`src/rtl/pipe_pkg.sv`:
```
// Shared types and helpers for pipeline stage registers.
package pipe_pkg;

  typedef enum logic [1:0] {
    ST_EMPTY = 2'd0,
    ST_FULL  = 2'd1,
    ST_SKID  = 2'd2
  } pipe_state_t;

  localparam int PIPE_WIDTH = 32;
  localparam int PIPE_NCH   = 2;

  // LSB position of channel k on a packed NCH*WIDTH bus.
  function automatic int ch_lo(input int k, input int width);
    return k * width;
  endfunction

endpackage

```
`src/rtl/pipe_stall_counter.sv`:
```
// Saturating cycle counter: counts cycles with en=1, sticks at all-ones, cleared only by rst.
module pipe_stall_counter #(
  parameter int CNT_W = 16
) (
  input  logic             clk,
  input  logic             rst,
  input  logic             en,
  output logic [CNT_W-1:0] cnt
);

  always_ff @(posedge clk) begin
    if (rst) begin
      cnt <= '0;
    end else if (en && (cnt != {CNT_W{1'b1}})) begin
      cnt <= cnt + 1'b1;
    end
  end

endmodule

```
`src/rtl/pipe_stage_reg.sv`:
```
// NCH x WIDTH pipeline stage register with valid/ready, flush and stall count; 1-cycle latency, holds data under back-pressure.
// Define PIPE_STAGE_REG_SKID_EN to add a skid entry so in_ready has no combinational path from out_ready.
module pipe_stage_reg
  import pipe_pkg::*;
#(
  parameter int               WIDTH   = PIPE_WIDTH,
  parameter int               NCH     = PIPE_NCH,
  parameter logic [WIDTH-1:0] RST_VAL = '0,
  parameter int               CNT_W   = 16
) (
  input  logic                 clk,
  input  logic                 rst,
  input  logic                 in_valid,
  output logic                 in_ready,
  input  logic [NCH*WIDTH-1:0] in_data,
  input  logic                 flush,
  output logic                 out_valid,
  input  logic                 out_ready,
  output logic [NCH*WIDTH-1:0] out_data,
  output logic [CNT_W-1:0]     stall_cnt
);

  localparam int DW = NCH * WIDTH;

  pipe_state_t   state_q, state_d;
  logic [DW-1:0] main_q, main_d;
  logic [DW-1:0] rst_word;
  logic          in_xfer;

  for (genvar k = 0; k < NCH; k++) begin : g_rst_word
    assign rst_word[ch_lo(k, WIDTH) +: WIDTH] = RST_VAL;
  end

`ifdef PIPE_STAGE_REG_SKID_EN
  logic [DW-1:0] skid_q, skid_d;
  logic          flush_q;

  // Registered-only ready: a word landing while stalled goes to the skid entry.
  assign in_ready = (state_q != ST_SKID) && !flush_q;
`else
  assign in_ready = !flush && ((state_q == ST_EMPTY) || out_ready);
`endif

  assign out_valid = (state_q != ST_EMPTY);
  assign out_data  = main_q;
  assign in_xfer   = in_valid && in_ready;

  always_comb begin
    state_d = state_q;
    main_d  = main_q;
`ifdef PIPE_STAGE_REG_SKID_EN
    skid_d  = skid_q;
`endif
    if (flush) begin
      state_d = ST_EMPTY;
      main_d  = rst_word;
    end else begin
      case (state_q)
        ST_EMPTY: begin
          if (in_xfer) begin
            state_d = ST_FULL;
            main_d  = in_data;
          end
        end
        ST_FULL: begin
          if (out_ready) begin
            if (in_xfer) main_d = in_data;
            else         state_d = ST_EMPTY;
          end
`ifdef PIPE_STAGE_REG_SKID_EN
          else if (in_xfer) begin
            state_d = ST_SKID;
            skid_d  = in_data;
          end
`endif
        end
`ifdef PIPE_STAGE_REG_SKID_EN
        ST_SKID: begin
          if (out_ready) begin
            state_d = ST_FULL;
            main_d  = skid_q;
          end
        end
`endif
        default: state_d = ST_EMPTY;
      endcase
    end
  end

  always_ff @(posedge clk) begin
    if (rst) begin
      state_q <= ST_EMPTY;
      main_q  <= rst_word;
`ifdef PIPE_STAGE_REG_SKID_EN
      skid_q  <= rst_word;
      flush_q <= 1'b0;
`endif
    end else begin
      state_q <= state_d;
      main_q  <= main_d;
`ifdef PIPE_STAGE_REG_SKID_EN
      skid_q  <= skid_d;
      flush_q <= flush;
`endif
    end
  end

  pipe_stall_counter #(
    .CNT_W (CNT_W)
  ) u_stall_cnt (
    .clk (clk),
    .rst (rst),
    .en  (out_valid && !out_ready),
    .cnt (stall_cnt)
  );

endmodule

```
`config.mk`:
```
export PLATFORM = sky130hd
export DESIGN_NAME = pipe_stage_reg
export DESIGN_NICKNAME = d
export VERILOG_FILES = /design/src/rtl/pipe_pkg.sv /design/src/rtl/pipe_stall_counter.sv /design/src/rtl/pipe_stage_reg.sv
export SDC_FILE = /design/constraint.sdc
export NUM_CORES = 1
export LEC_CHECK = 0
export ABC_CLOCK_PERIOD_IN_PS = 2000
export CAP_MARGIN = 20
export CORE_MARGIN = 4
export CORE_UTILIZATION = 23
export CTS_BUF_LIST = sky130_fd_sc_hd__clkbuf_8
export DETAILED_ROUTE_END_ITERATION = 16
export GPL_TIMING_DRIVEN = 1
export PLACE_DENSITY_LB_ADDON = 0.05
export SKIP_CTS_REPAIR_TIMING = 1
export SYNTH_ARGS = -nofsm -noshare
export SYNTH_HDL_FRONTEND = slang
export SYNTH_SLANG_ARGS = --single-unit
```
`constraint.sdc`:
```
create_clock -name clk -period 2 [get_ports clk]
set_input_delay 0.3 -clock clk [delete_from_list [all_inputs] [get_ports clk]]
set_output_delay 0.3 -clock clk [all_outputs]
set_load 0.01 [all_outputs]
```
Clock nets:
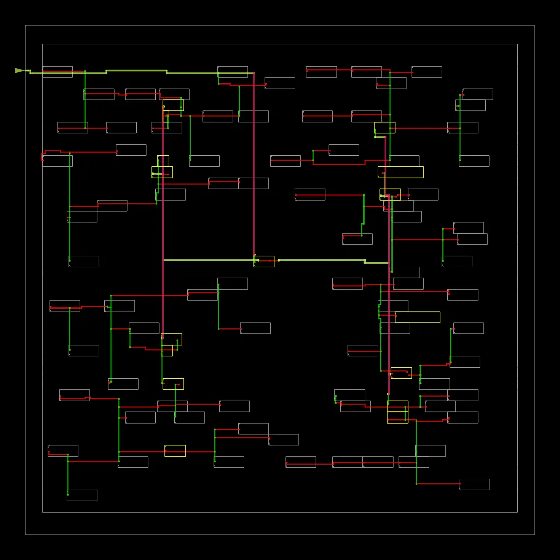
CLK BUF: 11
clk sinks: 81

Cell sizes after repair:
Drawn at 4 px/micron.
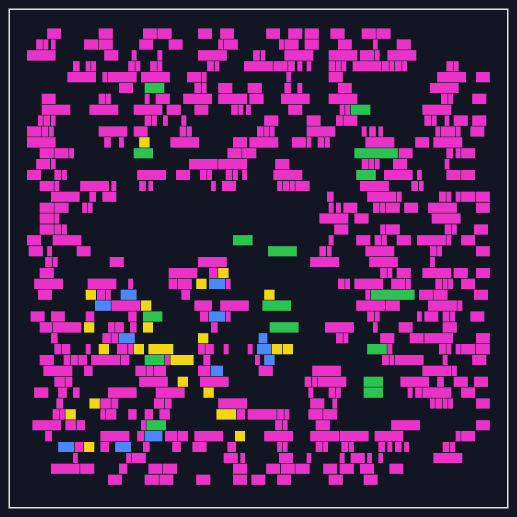
[x6 and larger] green | cells: 16 | share: 2.9%
[x3 and x4] yellow | cells: 22 | share: 4.0%
[x2] blue | cells: 12 | share: 2.2%
[x1 and smaller] magenta | cells: 499 | share: 91%
Final Instance Area: 5170 sq um
post-route setup slack: 217 ps
Non-Clock Buffer Count: 170

Wiring heat map:
Drawn at 3 px/micron. The die is cut into 25 by 25 equal tiles; black is low, pale yellow is high, scaled to the fullest tile. Values are wire area over tile area, all layers added.
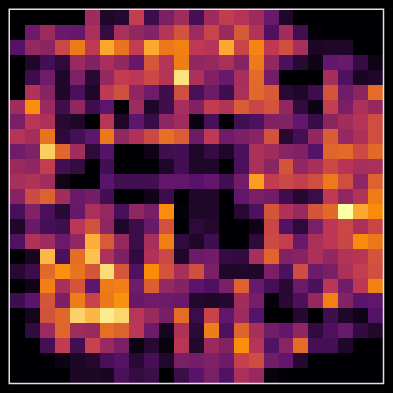
fullest tile: 0.33
mean over tiles: 0.10
densest ninth of the die: right middle
nearly empty tiles: 13%
tiles over half the peak: 23%
drt total wl: 10.2 mm
routed vias: 3134
Global Route Usage Sum: 13.1%

Where the registers sit:
Drawn at 3 px/micron. Other sequential cells in the stronger grey, the rest of the logic in the fainter grey.
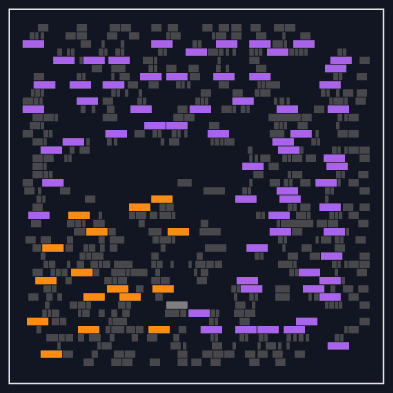
[out_data] purple | sequential cells: 64 | where: all over the die
[u_stall_cnt.cnt] orange | sequential cells: 16
not coloured: 1
Seq. pwr: 1.66 mW
Util after Layout: 39.0%

==> results.toml <==
# implementation run metrics
[critical_path]
cp-end-kind = "output pin"
cp_max_fo = 3
r2r_start = "u_stall_cnt.cnt[7]"
cp-start-kind = "primary input"
cp-startpoint = "out_ready"
worstPathArrival_ps = 1480
cp.required_ps = 1700
path_class = "primary input to output pin"

[clock_tree]
cts_root_buffer = "clkbuf_8"
clk_pin_slew_ps = 80
cts_buffers = 9
clkLatencyLatePin_ps = 360
cts_tree = "yes"
cts.htree.levels = 3
cts.path.max_buffers = 2

[hold_path]
holdCritStartpoint = "out_data[34]"
min_path_type = "flip-flop to flip-flop"

[yosys]
synth-compound-area-share_pct = 14.6
xor_area_share_pct = 0
ff_type = "dfxtp_1"
ys_cells = 385
numSynthFlops = 81
synth_cell_types = 35
syn-num-nets = 455
synth-area-yosys_sq_um = 3110
yosys_warnings = 0
syn_area_sq_um = 3110
ys_sh_mux_pct = 2.86
top_logic_kind = "simple AND/OR/NAND/NOR gates"
adder_share_pct = 0.403
synth_top_area_share_pct = 52.2
async_flop_share_pct = 0
edf_count = 0
avgSynthCellArea_sq_um = 8.07
syn_inst = 385
ys_seq_share_pct = 52.2
largest_area_cell = "dfxtp_1"
area_leaders = "dfxtp_1 52%, nand2_1 16%, a21oi_1 12%, mux2_2 2.5%, clkbuf_1 1.9%"
simple_gate_share_pct = 27.0

[timing]
rsz0062_at_grt = "no"
fin_crit_sh_pct = 89.2
final_hold_viol_count = 0
drv_slew = 0
finClkSkew_ps = 16.1
clock.fmax_mhz = 561
period_needed_ps = 1780
tightest_slew_ps = 449
setup_viol = 0
relSlewSlack_pct = 70.0

[placed_design]
dp_slack_ps = -81.9
place_hpwl_mm = 7.02
io_buffers = 150
place.gp.congestion = 0.713

[final_layout]
nFillCells = 1401
nets = 614
n_antenna_cell = 0
lay_top_count = "clkdlybuf4s50_1"
layout-drive-gt1-share_pct = 9.11
layout-area-overhead-vs-synth_pct = 66.4
lay_top_cells = "150 x clkdlybuf4s50_1, 131 x nand2_1, 81 x dfxtp_1"

[global_routing]
antenna_found_initial = 0
grt_max_degree = 41
grt.overflow.total = 0
grt_pass1_vias = 3127
grt_pass1_wl_mm = 16.5

[pwr]
p_leak_nw = 1.77
cellPowerDensity_nw_per_um2 = 661
ir_worst_vdd_mv = 0.235
power.total_mw = 3.42

[die]
rows = 42
dieWidth_microns = 124
ios = 151
core_sq_um = 13200
initCoreUtil_pct = 23.5
die_h_microns = 124
die-area_sq_um = 15400

[job]
warnings = 26
maxCapViolations = 0

[detailed_routing]
drcViolationCount = 0
wl_per_cell_microns = 14.0
drt_first_iter_violations = 147
drtAntennaViolNets = 0
dr.pass1.iters = 4
routed_via_density = 4.32

[status]
outcome = "completed"
sequential cells by signal, indices dropped and copies added, names as in the netlist:
signal,count
state_q,1
u_stall_cnt.cnt,16
out_data,64
metrics by stage:
step                      hold slack (ps)  instances  instance area, sq um  util (%)  TNS, ps
final                                 455        725                  5170      39.0        0
after global routing                  466        725                  5170      39.0        0
after CTS                             455        725                  5170      39.0        0
after detailed placement              446        709                  4940      37.3     -112
after global placement                442        709                  4940      37.3    -52.9
after floorplan                       421        385                  3110         -        0
per-layer routing:
metal	share of wire (%)	track usage (%)	vias to the layer above
met3	5.3	3.74	13
li1	-	-	1611
met2	46	20.6	89
met5	0	0	-
met1	47	16.7	1421
met4	2.0	5.61	0
final timing paths:
kind	end	slack [ps]	cells past startpoint
worst max-delay path	in_ready	220	4
worst min-delay path	out_data[34]	460	2
worst max register to register	u_stall_cnt.cnt[14]	240	4
worst min register to register	out_data[34]	460	2
where the power goes:
group	internal [mW]	switching, mW
clock	0.768	0.620
sequential	1.64	0.0144
combinational	0.217	0.157
total	2.63	0.792
cell type report:
type	count	area (sq um)	area share (%)
Inverter	2	7.51	0.145
Multi-Input combinational cell	280	1400	27.1
Sequential cell	81	1620	31.4
Timing Repair Buffer	170	1690	32.7
Clock buffer	11	151	2.93
Clock inverter	5	78.8	1.53
Tap cell	176	220	4.26
cells in the mapped netlist, types with 4 or more instances:
library cell and instances:
a211oi_1 4, nand4_1 4, nor2_1 11, a21oi_1 73, nand2_1 131, clkbuf_1 16
mux2_2 7, nor2b_1 8, dfxtp_1 81, buf_1 5, nand2b_1 4, nand3_1 8
critical path: stages:
cell and delay [ps]:
clkdlybuf4s50_1 500, nor2b_1 70, nor2_1 80, clkdlybuf4s50_1 540
Power figures rest on the tool's default switching activity, not on a simulated workload.
